### src/rtl/updown_counter_pkg.sv
`default_nettype none
// ============================================================================
// Module   : updown_counter_pkg
// Brief    : Shared mode, direction and event encodings for updown_counter_mod.
// Revision : 1.0 - initial release
// ============================================================================
package updown_counter_pkg;

  localparam logic MODE_WRAP = 1'b0;
  localparam logic MODE_SAT  = 1'b1;

  localparam logic DIR_DOWN = 1'b0;
  localparam logic DIR_UP   = 1'b1;

  typedef enum logic [1:0] {
    EV_NONE = 2'd0,
    EV_WRAP = 2'd1,
    EV_SAT  = 2'd2
  } event_e;

endpackage
`default_nettype wire

### src/rtl/updown_counter_next_calc.sv
`default_nettype none
// ============================================================================
// Module   : counter_next_calc
// Brief    : Combinational next-value and wrap/saturate event for one count step.
// Revision : 1.0 - initial release
// ============================================================================
module counter_next_calc
  import updown_counter_pkg::*;
#(
  parameter int BITS = 8
) (
  input  logic [BITS-1:0] q,
  input  logic [BITS:0]   s,
  input  logic            up,
  input  logic [BITS-1:0] max_value,
  input  logic            sat_mode,
  output logic [BITS-1:0] q_next,
  output event_e          ev
);

  localparam logic [BITS-1:0] ONE = 1;

  logic [BITS:0]   w_q_ext;
  logic [BITS:0]   w_max_ext;
  logic [BITS:0]   w_sum;
  logic [BITS-1:0] w_s_lo;
  logic            w_out_of_range;
  event_e          w_limit_ev;

  // Wrapped results are always below the modulus, so BITS-wide modular
  // arithmetic gives them exactly; only the comparisons need the extra bit.
  assign w_q_ext        = {1'b0, q};
  assign w_max_ext      = {1'b0, max_value};
  assign w_sum          = w_q_ext + s;
  assign w_s_lo         = s[BITS-1:0];
  assign w_out_of_range = (q > max_value);
  assign w_limit_ev     = (sat_mode == MODE_WRAP) ? EV_WRAP : EV_SAT;

  always_comb begin
    q_next = q;
    ev     = EV_NONE;
    if (up == DIR_UP) begin
      if (w_out_of_range) begin
        q_next = (sat_mode == MODE_SAT) ? max_value : '0;
        ev     = w_limit_ev;
      end else if (w_sum <= w_max_ext) begin
        q_next = q + w_s_lo;
      end else begin
        q_next = (sat_mode == MODE_SAT) ? max_value : (q + w_s_lo - max_value - ONE);
        ev     = w_limit_ev;
      end
    end else if (up == DIR_DOWN) begin
      if (w_out_of_range) begin
        q_next = max_value;
        ev     = w_limit_ev;
      end else if (w_q_ext >= s) begin
        q_next = q - w_s_lo;
      end else begin
        q_next = (sat_mode == MODE_SAT) ? '0 : (q + max_value + ONE - w_s_lo);
        ev     = w_limit_ev;
      end
    end
  end

endmodule
`default_nettype wire

### src/rtl/updown_counter_mod.sv
`default_nettype none
// ============================================================================
// Module   : updown_counter_mod
// Brief    : Up/down counter with programmable modulus, step and wrap/sat mode.
// Revision : 1.0 - initial release
// ============================================================================
module updown_counter_mod
  import updown_counter_pkg::*;
#(
  parameter int BITS      = 8,
  parameter int STEP_BITS = 4
) (
  input  logic                 clk,
  input  logic                 reset_n,
  input  logic                 clear,
  input  logic                 load,
  input  logic [BITS-1:0]      load_value,
  input  logic                 enable,
  input  logic                 up,
  input  logic [STEP_BITS-1:0] step,
  input  logic [BITS-1:0]      max_value,
  input  logic                 sat_mode,
  output logic [BITS-1:0]      Q,
  output logic                 wrap_pulse,
  output logic                 sat_pulse,
  output logic                 at_max,
  output logic                 at_min
);

  if (STEP_BITS > BITS) begin : g_step_bits_check
    $error("updown_counter_mod: STEP_BITS must not exceed BITS");
  end

  logic [BITS-1:0] q_q, q_d;
  logic            wrap_pulse_q, wrap_pulse_d;
  logic            sat_pulse_q, sat_pulse_d;

  logic [BITS:0]   w_mod_ext;
  logic [BITS:0]   w_step_ext;
  logic [BITS:0]   w_s;
  logic            w_count;
  logic [BITS-1:0] w_calc_next;
  event_e          w_calc_ev;

  // Clamping the step to the modulus keeps a single update within one wrap.
  assign w_mod_ext  = {1'b0, max_value} + {{BITS{1'b0}}, 1'b1};
  assign w_step_ext = {{(BITS + 1 - STEP_BITS){1'b0}}, step};
  assign w_s        = (w_step_ext > w_mod_ext) ? w_mod_ext : w_step_ext;
  assign w_count    = enable && (step != '0);

  counter_next_calc #(
    .BITS(BITS)
  ) u_next_calc (
    .q        (q_q),
    .s        (w_s),
    .up       (up),
    .max_value(max_value),
    .sat_mode (sat_mode),
    .q_next   (w_calc_next),
    .ev       (w_calc_ev)
  );

  always_comb begin
    q_d          = q_q;
    wrap_pulse_d = 1'b0;
    sat_pulse_d  = 1'b0;
    if (clear) begin
      q_d = '0;
    end else if (load) begin
      q_d = (load_value > max_value) ? max_value : load_value;
    end else if (w_count) begin
      q_d          = w_calc_next;
      wrap_pulse_d = (w_calc_ev == EV_WRAP);
      sat_pulse_d  = (w_calc_ev == EV_SAT);
    end
  end

  always_ff @(posedge clk or negedge reset_n) begin
    if (!reset_n) begin
      q_q          <= '0;
      wrap_pulse_q <= 1'b0;
      sat_pulse_q  <= 1'b0;
    end else begin
      q_q          <= q_d;
      wrap_pulse_q <= wrap_pulse_d;
      sat_pulse_q  <= sat_pulse_d;
    end
  end

  assign Q          = q_q;
  assign wrap_pulse = wrap_pulse_q;
  assign sat_pulse  = sat_pulse_q;
  assign at_max     = (q_q == max_value);
  assign at_min     = (q_q == '0);

endmodule
`default_nettype wire
### config.mk
export PLATFORM = sky130hd
export DESIGN_NAME = updown_counter_mod
export DESIGN_NICKNAME = d
export VERILOG_FILES = /design/src/rtl/updown_counter_pkg.sv /design/src/rtl/updown_counter_next_calc.sv /design/src/rtl/updown_counter_mod.sv
export SDC_FILE = /design/constraint.sdc
export NUM_CORES = 1
export LEC_CHECK = 0
export CAP_MARGIN = 20
export CORE_ASPECT_RATIO = 1.1
export CORE_UTILIZATION = 55
export CTS_CLUSTER_SIZE = 14
export DETAILED_ROUTE_END_ITERATION = 10
export PLACE_DENSITY = 0.86
export SETUP_SLACK_MARGIN = 0.05
export SLEW_MARGIN = 30
export SYNTH_ARGS = -nofsm -noshare
export SYNTH_HDL_FRONTEND = slang
export SYNTH_SLANG_ARGS = --single-unit
### constraint.sdc
create_clock -name clk -period 4.7 [get_ports clk]
set_input_delay 0.94 -clock clk [delete_from_list [all_inputs] [get_ports clk]]
set_output_delay 0.94 -clock clk [all_outputs]
set_load 0.005 [all_outputs]
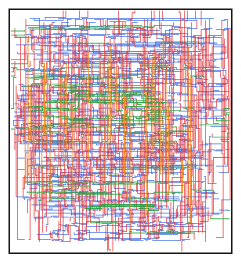
**Above:** metal layers overlaid.
Drawn at 3 px/µm.
legend:
  metal 2:
    color: red
    wire_length: 5840 µm
  metal 4:
    color: orange
    wire_length: 1060 µm
  metal 1:
    color: blue
    wire_length: 4500 µm
  metal 3:
    color: green
    wire_length: 1470 µm
via count: 3899
Detailed Route WL: 12900 µm
Avg WL per Cell: 20.8 µm
gr usage total: 0.413

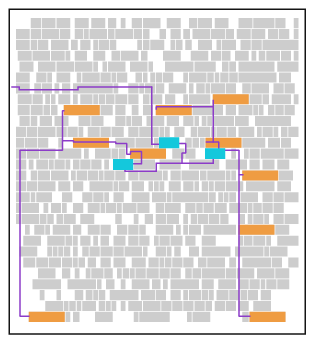
**Above:** clock wires, drivers and flops.
Drawn at 4 px/µm.
legend:
  clock wires:
    color: purple
    length: 270 µm
  clock drivers:
    color: cyan
    count: 3
  flip-flops:
    color: orange
    count: 10
flops lie: spread over the die
Clock Power Share: 0.082
clk latency late pin: 0.25 ns
Clock Skews: 0.00256 ns
P_clk: 0.000121 W

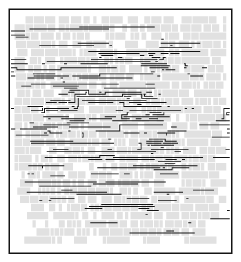
**Above:** metal 3.
Drawn at 3 px/µm. Cells faint in the background.
longest straight run: 37.0 µm
nets with wire on the layer: 117
main direction: horizontal
share of all routed wire: 11%
wire length on this layer: 1470 µm
M3 GR Usage: 0.0769

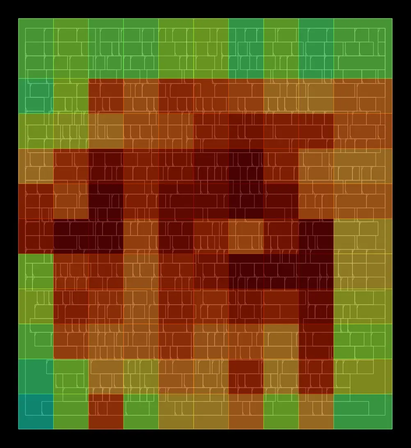
**Above:** routing congestion.
met2 usage: 0.705
gr busiest metal: met2

==> results.yml <==
# generated from flow reports
critical_path:
  path_class: "input pin to flip-flop"
  slowest_delay_ns: 0.45
  critical_path_arrival_ns: 5.90
  cp-end-kind: "flip-flop"
  cp-start-kind: "input pin"
  slowest_stage: "or3_4"
  cp_num_buf_inv: 6
  cp.required_ns: 4.81
  critPathMaxFanout: 7
  reg2reg_depth: 17
  cp.depth: 28
  crit_top_cell: "buf_6"
  path_delay_family: "AND-OR/OR-AND gates"
placement:
  dp_cells: 602
  gp_congestion: 1.05
  port_buffers: 38
  hpwl_um: 9250
final_timing:
  slew_headroom: 0.412
  fin_crit_sh: 1.23
  min_period_ns: 5.79
  rsz0062_at_grt: "yes"
  finalMaxSlewViolations: 0
  hold_ws_ns: 0.727
  hold_viol: 0
  setup_viol: 10
  max_freq_ghz: 0.173
  worstMarginPinSlew_ns: 0.875
  postLayoutSetupSlackWorst_ns: -1.09
yosys:
  yosys_area_um2: 3100
  synth_area_um2: 3100
  ff_type: "dfrtp_1"
  ys_seq_frac: 0.0806
  syn_inst: 406
  synth_cell_types: 58
  yosysWarnings: 0
  async_flop_share: 1.00
  ys_cells: 406
  numSynthFlops: 10
  edf_count: 0
  avgSynthCellArea_um2: 7.65
cells_and_area:
  area_delta_synth_final_pct: 47.1
  layout_top_cell: "buf_4"
  seq_area_um2: 250
  mostFrequentLayoutCells: "buf_4, ha_1, inv_1"
  fin_nets: 637
  final_util: 0.846
  comb_area_um2: 2880
  drive_above_1_share: 0.261
  fill_cells: 349
  diodes: 0
  post_layout_nonfiller_instances: 619
route:
  ant_nets: 0
  drt_iter0_drc: 425
  vias_per_cell: 6.30
  drc: 0
  firstDrtPassIters: 8
cts:
  clock_path_buffers: 2
  cts.clk_slew.worst_paths_ns: 0.06
  cts.sinks: 10
  cts_tree: "built"
  numCtsBuffers: 3
  cts-htree-levels: 1
  root_buffer: "clkbuf_8"
power:
  p_leak_nw: 2.26
  seqPwrFrac: 0.088
  share_comb_of_total_power: 0.830
  swShare: 0.474
  p_sw_w: 0.000700
  powerDensity_nw_per_um2: 323
  intPower_w: 0.000776
  power_w: 0.00148
  ir_drop_v: 0.000331
global_routing:
  overflow: 0
  grt_pass1_wl_um: 18300
  grt_max_degree: 25
  grt_pass1_vias: 3789
  antenna_found_initial: 0
job:
  cap_violations: 0
  warning_count: 41
run_status:
  violations: "negative setup slack"
  run_status: "complete, but fails checks"
floorplanning:
  ios: 39
  fp_util: 0.575
  core_area_um2: 5400
  fp.dieW_um: 73.6
  fp.dieH_um: 80.8
  chip_area_um2: 5950
  row_count: 28
min_path:
  min_path_type: "flip-flop to flip-flop"
  hold_depth: 2
## registers in the layout, indices dropped and copies added, names as in the netlist
name and cells:
Q 8, wrap_pulse 1, sat_pulse 1
## stage by stage
| stage | cell area (µm²) | worst slack, ns | TNS, ns |
|---|---|---|---|
| floorplan | 3210 | -0.663 | -5.20 |
| global placement | 4260 | -1.39 | -13.44 |
| detailed placement | 4260 | -1.56 | -14.81 |
| CTS | 4440 | -0.884 | -8.13 |
| global route | 4570 | -1.28 | -11.60 |
| finish | 4570 | -1.09 | -9.97 |
## final timing paths
path | start | to | slack (ns)
worst max-delay path | max_value[0] | Q[7] | -1.09
worst min-delay path | Q[5] | Q[5] | 0.73
worst max register to register | Q[1] | Q[7] | 0.63
worst min register to register | Q[5] | Q[5] | 0.73
max in group asynchronous | reset_n | Q[0] | 3.20
min in group asynchronous | reset_n | Q[7] | 1.09
## metal layers
metal / track usage / share of wire / vias to the layer above
li1: - / - / 1738
met1: 0.466 / 0.35 / 1761
met2: 0.705 / 0.45 / 289
met3: 0.0769 / 0.11 / 111
met4: 0.273 / 0.083 / 0
met5: 0 / 0 / -
## synthesized netlist by cell type (3+ instances only)
library cell / n / area (µm²)
ha_1: 55 / 688
inv_1: 43 / 161
nand2_1: 36 / 135
nor2_1: 33 / 124
a21oi_1: 31 / 155
o21ai_0: 22 / 110
xnor2_1: 17 / 149
a21o_1: 10 / 75.1
dfrtp_1: 10 / 250
fa_1: 10 / 200
xor2_1: 10 / 87.6
o221ai_1: 9 / 78.8
nor2b_1: 8 / 50.1
nor3_1: 8 / 40.0
clkbuf_1: 7 / 26.3
mux2i_1: 7 / 70.1
a211oi_1: 6 / 45.0
nor4_1: 6 / 37.5
nand3_1: 5 / 25.0
o21a_1: 5 / 37.5
a31oi_1: 4 / 25.0
nand4_1: 4 / 25.0
o31ai_1: 4 / 30.0
or3_1: 4 / 25.0
nand2b_1: 3 / 18.8
o211ai_1: 3 / 22.5
## worst min-delay path, delay by kind of cell, from the launching register on
kind / cells / cell delay (ns)
compound gates: 1 / 0.06
flops: 1 / 0.52
simple gates: 1 / 0.10
## area by class of cell
| cell class | count | share of cell area |
|---|---|---|
| well taps | 75 | 0.0205 |
| multi-input cells | 351 | 0.630 |
| clock buffers | 4 | 0.0121 |
| repair buffers | 135 | 0.245 |
| inverters | 44 | 0.0367 |
| flip-flops and latches | 10 | 0.0548 |
## logic make-up after synthesis
kind of cell,count (synthesis),share of synthesized area
AND-OR/OR-AND,124,0.284
XOR/XNOR,27,0.0762
adder cells (fa/ha/maj),65,0.286
buffers and inverters,54,0.0685
flip-flops,10,0.0806
multiplexers,8,0.0262
other,2,0.00242
AND/OR/NAND/NOR,116,0.176
## repair_timing
| item | 4_1_cts | 5_1_grt |
|---|---|---|
| hold buffers | 0 | 0 |
| endpoints found under the setup margin | 10 | 10 |
| setup buffers | 8 | 5 |
| resized | 33 | 21 |
| pin swaps | 21 | 28 |
## power by group through the flow
stage	clock [W]	sequential [W]	combinational [W]
after floorplan	0	0.000116	0.000625
after global placement	0	0.000128	0.00101
after detailed placement	0	0.000127	0.00104
after CTS	0.000114	0.000126	0.00111
after global routing	0.000123	0.000130	0.00132
final	0.000121	0.000130	0.00123
Power is estimated from default activity; no workload was simulated.
